`src/rtl/loop_fsm_ctrl.sv`:
```
// One-hot loop-controller FSM: start/finish handshake, BODY_STATES body states, DONE.
// Optional one-hot integrity check enabled by defining LOOP_FSM_ONEHOT_CHECK_EN.
module loop_fsm_ctrl #(
  parameter int BODY_STATES = 3,
  parameter int CNT_W       = 16
) (
  input  logic                   clk,
  input  logic                   reset,
  input  logic                   start,
  input  logic                   fsm_stall,
  input  logic                   use_trip,
  input  logic [CNT_W-1:0]       trip_count,
  input  logic                   exit_cond,
  output logic [BODY_STATES+1:0] state_onehot,
  output logic                   busy,
  output logic                   finish,
  output logic [CNT_W-1:0]       iter_count,
  output logic                   state_err
);

  localparam int W = BODY_STATES + 2;
  localparam logic [W-1:0] IDLE_OH  = W'(1);
  localparam logic [W-1:0] FIRST_OH = IDLE_OH << 1;
  localparam logic [W-1:0] LAST_OH  = IDLE_OH << BODY_STATES;
  localparam logic [W-1:0] DONE_OH  = IDLE_OH << (BODY_STATES + 1);

  typedef enum logic [2:0] {
    PH_IDLE, PH_BODY, PH_LAST, PH_DONE, PH_BAD
  } phase_t;

  phase_t           phase;
  logic [W-1:0]     next_state;
  logic             mode_trip, mode_trip_nxt;
  logic [CNT_W-1:0] trip_q, trip_nxt;
  logic [CNT_W-1:0] iter_nxt, iter_inc;
  logic             finish_nxt;
  logic             iter_exit;
`ifdef LOOP_FSM_ONEHOT_CHECK_EN
  logic             err_q, err_nxt;
`endif

  assign busy     = ~state_onehot[0];
  assign iter_inc = iter_count + CNT_W'(1);

  always_comb begin
    // Decode the one-hot vector into a phase; anything unrecognised is illegal.
    phase = PH_BAD;
    case (state_onehot)
      IDLE_OH: phase = PH_IDLE;
      LAST_OH: phase = PH_LAST;
      DONE_OH: phase = PH_DONE;
      default: begin
        for (int k = 1; k < BODY_STATES; k++)
          if (state_onehot == (IDLE_OH << k)) phase = PH_BODY;
      end
    endcase

    next_state    = state_onehot;
    mode_trip_nxt = mode_trip;
    trip_nxt      = trip_q;
    iter_nxt      = iter_count;
    finish_nxt    = finish;
    iter_exit     = mode_trip ? (iter_inc == trip_q) : exit_cond;
`ifdef LOOP_FSM_ONEHOT_CHECK_EN
    err_nxt       = err_q;
`endif

    case (phase)
      PH_IDLE: begin
        finish_nxt = 1'b0;
        if (start && !fsm_stall) begin
          mode_trip_nxt = use_trip;
          trip_nxt      = trip_count;
          iter_nxt      = '0;
          next_state    = (use_trip && trip_count == '0) ? DONE_OH : FIRST_OH;
        end
      end
      PH_BODY: begin
        if (!fsm_stall) next_state = state_onehot << 1;
      end
      PH_LAST: begin
        if (!fsm_stall) begin
          // Saturating; in trip mode the exit compare stops it at trip_q anyway.
          if (iter_count != '1) iter_nxt = iter_inc;
          next_state = iter_exit ? DONE_OH : FIRST_OH;
        end
      end
      PH_DONE: begin
        finish_nxt = ~fsm_stall;
        if (!fsm_stall) next_state = IDLE_OH;
      end
      default: begin
`ifdef LOOP_FSM_ONEHOT_CHECK_EN
        next_state = IDLE_OH;
        err_nxt    = 1'b1;
        finish_nxt = 1'b0;
`endif
      end
    endcase
  end

  always_ff @(posedge clk) begin
    if (reset) begin
      state_onehot <= IDLE_OH;
      mode_trip    <= 1'b0;
      trip_q       <= '0;
      iter_count   <= '0;
      finish       <= 1'b0;
    end else begin
      state_onehot <= next_state;
      mode_trip    <= mode_trip_nxt;
      trip_q       <= trip_nxt;
      iter_count   <= iter_nxt;
      finish       <= finish_nxt;
    end
  end

`ifdef LOOP_FSM_ONEHOT_CHECK_EN
  always_ff @(posedge clk) begin
    if (reset) err_q <= 1'b0;
    else       err_q <= err_nxt;
  end
  assign state_err = err_q;
`else
  assign state_err = 1'b0;
`endif

endmodule

```
`config.mk`:
```
export PLATFORM = sky130hd
export DESIGN_NAME = loop_fsm_ctrl
export DESIGN_NICKNAME = d
export VERILOG_FILES = /design/src/rtl/loop_fsm_ctrl.sv
export SDC_FILE = /design/constraint.sdc
export NUM_CORES = 1
export LEC_CHECK = 0
export CAP_MARGIN = 20
export CELL_PAD_IN_SITES_DETAIL_PLACEMENT = 1
export CELL_PAD_IN_SITES_GLOBAL_PLACEMENT = 1
export CORE_MARGIN = 5
export CORE_UTILIZATION = 38
export DETAILED_ROUTE_END_ITERATION = 10
export PLACE_DENSITY_LB_ADDON = 0.2
export SLEW_MARGIN = 40
export SYNTH_ARGS = -nofsm -noshare
export SYNTH_HDL_FRONTEND = slang
export SYNTH_SLANG_ARGS = --single-unit
```
`constraint.sdc`:
```
create_clock -name clk -period 2.2 [get_ports clk]
set_input_delay 0.44 -clock clk [delete_from_list [all_inputs] [get_ports clk]]
set_output_delay 0.44 -clock clk [all_outputs]
set_load 0.05 [all_outputs]
```
Run 1, selected gate families:
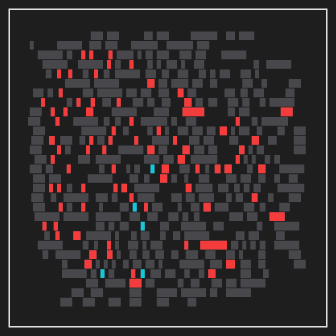
| family | color | cells |
|---|---|---|
| NAND gates | red | 77 |
| inverters | cyan | 5 |

Run 1, met1 routing:
Supply wires on this layer in gray.
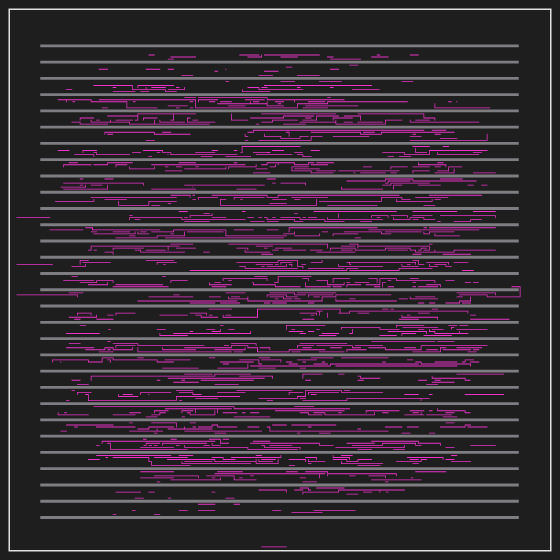
wire length on this layer: 3550 um
share of all routed wire: 47%

Run 1, power grid:
Pins as bars on the die edge.
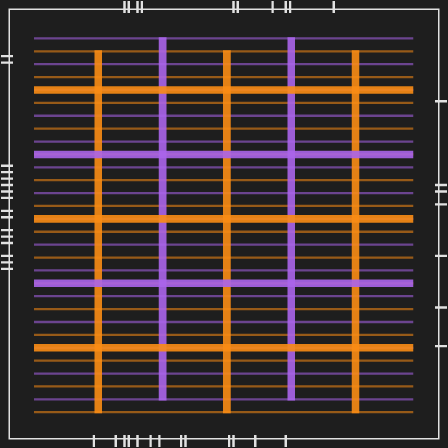
| net | color |
|---|---|
| VSS | orange |
| VDD | purple |
met1 rails: 30
rows: 29
signal pins: 46

==> results.toml, run 1 <==
# synthesis and place-and-route metrics
[place]
dp_hpwl_um = 5890
postPlaceCellArea_um2 = 3060
post-place-ws_ps = -89.3
numPlacedInstances = 436
place.gp.congestion = 0.805
io_buffers = 44

[clock_tree]
clock_latency_ps = 300
h-tree-depth = 2
cts-root-buf = "clkbuf_8"
numCtsBuffers = 5
clk_pin_slew_ps = 90
cts.sinks = 39
post_cts_buffers = 0
ctsResizeCount = 0
cts_hold_buf = 0
cts_tree = "yes"
cts_buffer_depth = 2

[timing]
finalClockPeriodUsage_pct = 97.7
setup_viol = 0
hold_viol_final = 0
finalMaxSlewViolations = 0
fin_crit_ps = 2150
fmax_mhz = 465
fin_skew_ps = 10.6
worst_slack_ps = 49.8
hold_ws_ps = 476
worstMarginPinSlew_ps = 519
grt_setup_unrepaired = "false"
setup_tns_ps = 0
relSlewSlack_pct = 65.3

[synthesis]
syn_area_um2 = 2450
ys_sh_mux_pct = 0.408
postSynthAreaPerCell_um2 = 7.81
syn_inst = 314
yosysUniqueCellTypes = 54
synthesis.nets = 337
synthFlopType = "dfxtp_1"
fa_ha_area_share_pct = 0.510
simple_gate_share_pct = 33.0
ys_ff = 39
ys_sh_xor_pct = 8.93
yosys_area_um2 = 2450
synth-edff-count = 0
yosysWarnings = 0
ys_cells = 314
ys_sh_aoi_pct = 19.6
top_logic_kind = "simple AND/OR/NAND/NOR gates"
async_flop_share_pct = 0
synth-seq-area-share_pct = 31.9

[routing]
routed.top_layer = "met4"
antenna_left = 0
wl_met1_um = 3550
vias = 2442
wl_per_cell_um = 17.1
drcViolationCount = 0
routed_via_density = 5.50
drt-total-wl_um = 7580
drt_first_pass_iters = 4
dr_wl_met3_um = 252
dr_wl_met2_um = 3670
drt_iter0_drc = 64

[cells_and_area]
final_cells = 444
lay_top_count = "nand2_1"
reg_top3 = "iter_count (16), trip_q (16), state_onehot (5)"
finalCoreUtilization_pct = 50.1
mostFrequentLayoutCells = "46 x nand2_1, 41 x clkdlybuf4s50_1, 37 x a21oi_1"
drive_gt1_share_pct = 17.7
final_area_um2 = 3160
antennaDiodeCount = 0
nNetsFinal = 389
syn_to_final_growth_pct = 28.9

[global_route]
grt_busiest_layer = "met2"
grt_use_met3_pct = 2.58
grt_max_degree = 26
overflow = 0
grt_use_total_pct = 18.2
gr-usage-met1_pct = 23.8
gr-usage-met2_pct = 30.9
grt_pass1_wl_um = 12400
first_global_vias = 2521
antenna_found_initial = 0

[critical_path]
cp_max_fo = 8
slowest_stage = "clkdlybuf4s50_1"
startpoint = "state_onehot[4]"
cp.required_ps = 1760
start_kind = "flip-flop"
critical_path.cell_chain = "clkdlybuf4s50_1"
worst_setup_path_end_kind = "output pin"
slowest_delay_ps = 870
cp_num_buf_inv = 1
critical_path_class = "reg -> out"
reg2reg_from = "iter_count[6]"
worst_ep_arrival_time_ps = 1710
path_delay_family = "buffers and inverters"

[floorplan]
die_x_um = 90.3
ios = 46
fp_util_pct = 38.8
row_count = 29
core_area_um2 = 6310
dieArea_um2 = 8160
die_h_um = 90.3

[run]
warnings = 26
cap_violations = 0

[power]
pwr_density_cell_nw_per_um2 = 469
finalPower_uw = 1480
leakage_uw = 0.00111
irDropWorstVdd_mv = 0.356

[run_status]
run_status = "completed"

[worst_hold_path]
min-delay-start = "mode_trip"
min_path_type = "reg -> reg"
[run 1: area by class of cell]
| type | count | area (um^2) |
|---|---|---|
| Fill cell | 785 | 3150 |
| Sequential cell | 39 | 788 |
| Tap cell | 77 | 96.3 |
| Timing Repair Buffer | 66 | 628 |
| Multi-Input combinational cell | 249 | 1540 |
| Clock buffer | 5 | 68.8 |
| Clock inverter | 3 | 20.0 |
| Inverter | 5 | 18.8 |
[run 1: cells in the mapped netlist, drive strengths merged (2+ instances only)]
| library cell | number | share of area [%] |
|---|---|---|
| buf | 13 | 3.6 |
| nand2 | 46 | 7.0 |
| or3 | 8 | 2.0 |
| nor4 | 5 | 2.1 |
| xor2 | 7 | 2.5 |
| nor2b | 3 | 0.77 |
| o211ai | 2 | 0.61 |
| a21oi | 43 | 9.7 |
| nand4 | 13 | 4.2 |
| o2111ai | 3 | 1.1 |
| or4 | 2 | 0.61 |
| and2 | 2 | 0.51 |
| a31oi | 2 | 0.51 |
| nand3 | 11 | 3.2 |
| and3 | 5 | 1.5 |
| or3b | 3 | 1.1 |
| xnor2 | 18 | 6.4 |
| nand2b | 6 | 1.5 |
| and4 | 3 | 1.1 |
| o21ai | 21 | 5.5 |
| dfxtp | 39 | 32 |
| clkbuf | 8 | 1.3 |
| inv | 5 | 0.77 |
| nor2 | 27 | 4.5 |
| nor3 | 7 | 1.9 |
[run 1: final timing paths]
check | endpoint | slack, ps | cells past startpoint
max reg2reg | state_onehot[1] | 160 | 7
max | state_onehot[4] | 50 | 1
min reg2reg | mode_trip | 480 | 2
min | mode_trip | 480 | 2
[run 1: worst min-delay path, stage by stage (launching register included)]
cell and delay (ps):
dfxtp_1 320, nand2_1 50, a21oi_1 50
[run 1: power by group]
part / internal, uW / switching (uW)
clock: 221 / 284
sequential: 724 / 21.4
combinational: 104 / 126
total: 1050 / 432
==> run 2: changes to the inputs <==
Settings changed: SKIP_CTS_REPAIR_TIMING from default to 1.
==> run 2 against run 1 <==
  * Register-to-register slack hardly changed
  * Combinational power about the same
  * Count of clock-buffer cells in the layout unchanged
  * Sequential power about the same
  * Synthesized area is the same
  * Highest routed layer unchanged
  * Worst hold slack did not move
  * Non-clock buffer count stayed put
  * First-iteration DRC count stayed put
  * Final cell count unchanged
  * Critical endpoint unchanged
==> results.toml, run 2 <==
# synthesis and place-and-route metrics
[critical_path]
worst_setup_path_end_kind = "output pin"
path_depth = 1
critical_path_class = "reg -> out"
r2r_slack_ps = 160
reg2reg_from = "iter_count[6]"
slowest_delay_ps = 870
cp_max_fo = 8
crit_end = "state_onehot[4]"
start_kind = "flip-flop"
slowest_stage = "clkdlybuf4s50_1"
worst_ep_arrival_time_ps = 1710
startpoint = "state_onehot[4]"
path_delay_family = "buffers and inverters"
critical_path.cell_chain = "clkdlybuf4s50_1"
cp_num_buf_inv = 1
r2r_end = "state_onehot[1]"
cp.required_ps = 1760
r2r_cells = 7

[floorplan]
die_h_um = 90.3
row_count = 29
fp_util_pct = 38.8
core_area_um2 = 6310
dieArea_um2 = 8160
die_x_um = 90.3
ios = 46

[synthesis]
synth-edff-count = 0
ys_ff = 39
async_flop_share_pct = 0
yosysWarnings = 0
yosys_area_um2 = 2450
synthFlopType = "dfxtp_1"
synth-seq-area-share_pct = 31.9
netlist.area_leader.share_pct = 31.9
syn_inst = 314
top_cell = "nand2_1"
synthesis.nets = 337
ys_cells = 314
yosysUniqueCellTypes = 54
postSynthAreaPerCell_um2 = 7.81
synthTopCellsByCount = "46 x nand2_1, 39 x dfxtp_1, 37 x a21oi_1"
yosysTopAreaCell = "dfxtp_1"
syn_area_um2 = 2450
synthTopCellsByArea = "dfxtp_1 32%, a21oi_1 7.6%, nand2_1 7.0%"

[place]
post-place-ws_ps = -89.3
postPlaceCellArea_um2 = 3060
numPlacedInstances = 436
dp_hpwl_um = 5890
io_buffers = 44
place.gp.congestion = 0.805

[global_route]
overflow = 0
grt_use_total_pct = 18.2
grt_pass1_wl_um = 12400
first_global_vias = 2521
grt_max_degree = 26
antenna_found_initial = 0

[power]
finalPower_uw = 1480
pwr_density_cell_nw_per_um2 = 469
leakage_uw = 0.00111
irDropWorstVdd_mv = 0.356

[routing]
dr_wl_met2_um = 3670
wl_per_cell_um = 17.1
drt_first_pass_iters = 4
routed.top_layer = "met4"
drcViolationCount = 0
wl_met1_um = 3550
routed_via_density = 5.50
vias = 2442
antenna_left = 0
drt_iter0_drc = 64
dr_wl_met3_um = 252
drt-total-wl_um = 7580

[run_status]
run_status = "completed"

[timing]
fmax_mhz = 465
fin_skew_ps = 10.6
grt_setup_unrepaired = "false"
relSlewSlack_pct = 65.3
hold_viol_final = 0
finalClockPeriodUsage_pct = 97.7
worst_slack_ps = 49.8
hold_ws_ps = 476
worstMarginPinSlew_ps = 519
setup_viol = 0
fin_crit_ps = 2150
finalMaxSlewViolations = 0
setup_tns_ps = 0

[cells_and_area]
final_area_um2 = 3160
reg_top3 = "iter_count (16), trip_q (16), state_onehot (5)"
antennaDiodeCount = 0
syn_to_final_growth_pct = 28.9
nNetsFinal = 389
final_cells = 444
drive_gt1_share_pct = 17.7
mostFrequentLayoutCells = "46 x nand2_1, 41 x clkdlybuf4s50_1, 37 x a21oi_1"
fillCellCount = 785
lay_top_count = "nand2_1"

[run]
cap_violations = 0
warnings = 26

[worst_hold_path]
holdPathStages = 2
min_path_type = "reg -> reg"

[clock_tree]
h-tree-depth = 2
clk_pin_slew_ps = 90
cts_buffer_depth = 2
cts_tree = "yes"
cts-root-buf = "clkbuf_8"
-- run 2: cell counts after synthesis --
Identical to the previous run, type by type.
-- run 2: how the worst min path moves through the flow --
stage                         start   endpoint  slack (ps)
after detailed placement  trip_q[2]  trip_q[2]         470
after CTS                 trip_q[2]  trip_q[2]         480
after floorplan           mode_trip  mode_trip         440
after global routing      trip_q[0]  trip_q[0]         500
final                     mode_trip  mode_trip         480
after global placement    mode_trip  mode_trip         460
-- run 2: worst min-delay path: stages, from the launching register on --
cell and delay, ps:
dfxtp_1 320, nand2_1 50, a21oi_1 50
-- run 2: cell families (layout without fill, tap and decap cells) --
kind of cell / after synthesis / after routing / synth area share, %
AND-OR/OR-AND: 77 / 77 / 19.6
XOR/XNOR: 25 / 25 / 8.93
adder cells (fa/ha/maj): 1 / 1 / 0.510
buffers and inverters: 26 / 79 / 5.62
flip-flops: 39 / 39 / 31.9
multiplexers: 1 / 1 / 0.408
other: 1 / 1 / 0.153
AND/OR/NAND/NOR: 144 / 144 / 33.0
-- run 2: routing by layer --
layer	track usage (%)	vias to the layer above
li1	-	1207
met1	23.8	1186
met2	30.9	36
met3	2.58	13
met4	5.58	0
met5	0	-
-- run 2: final cells by class --
cell class | count | area [um^2] | share of cell area [%]
inverters | 5 | 18.8 | 0.594
repair buffers | 66 | 628 | 19.9
flip-flops and latches | 39 | 788 | 24.9
clock buffers | 5 | 68.8 | 2.18
well taps | 77 | 96.3 | 3.05
clock inverters | 3 | 20.0 | 0.633
multi-input cells | 249 | 1540 | 48.7
-- run 2: power breakdown --
part | total, uW | switching [uW] | internal (uW)
Sequential | 746 | 21.4 | 724
Clock | 505 | 284 | 221
Combinational | 230 | 126 | 104
Run 2, selected gate families:
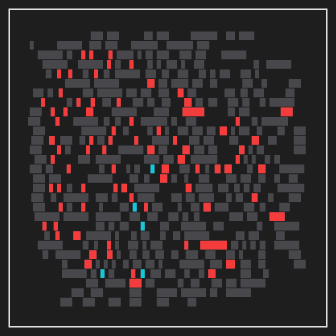
| family | color | cells |
|---|---|---|
| inverters | cyan | 5 |
| NAND gates | red | 77 |

Run 2, register map, names as in the netlist:
Other sequential cells in the stronger gray, the rest of the logic in the fainter gray.
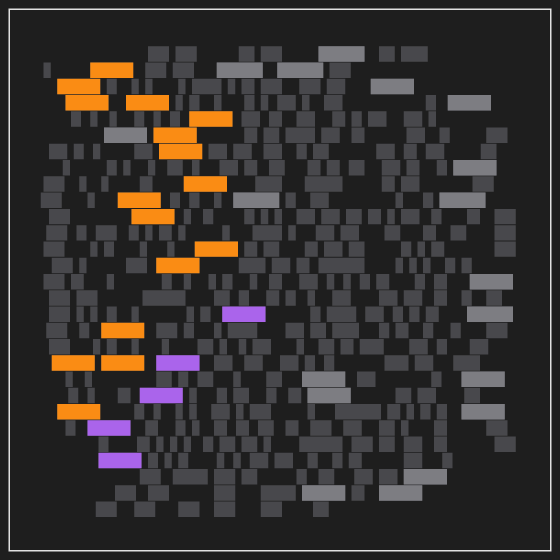
| netlist name | color | flops |
|---|---|---|
| `state_onehot` | purple | 5 |
| `trip_q` | orange | 16 |
sequential cell area share: 24.9%
Reg area: 788 um^2
final core utilization: 50.1%

Run 2, clock wiring as the flow saved it:
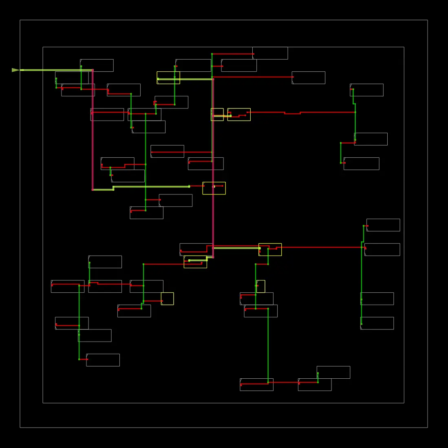
layout clock buffer count: 5
CTS Buf Count: 5
Flop Count: 39
TritonCTS sink count: 39
Latency at later pin: 300 ps

No activity file was given, so power comes from the tool's default toggle rates.
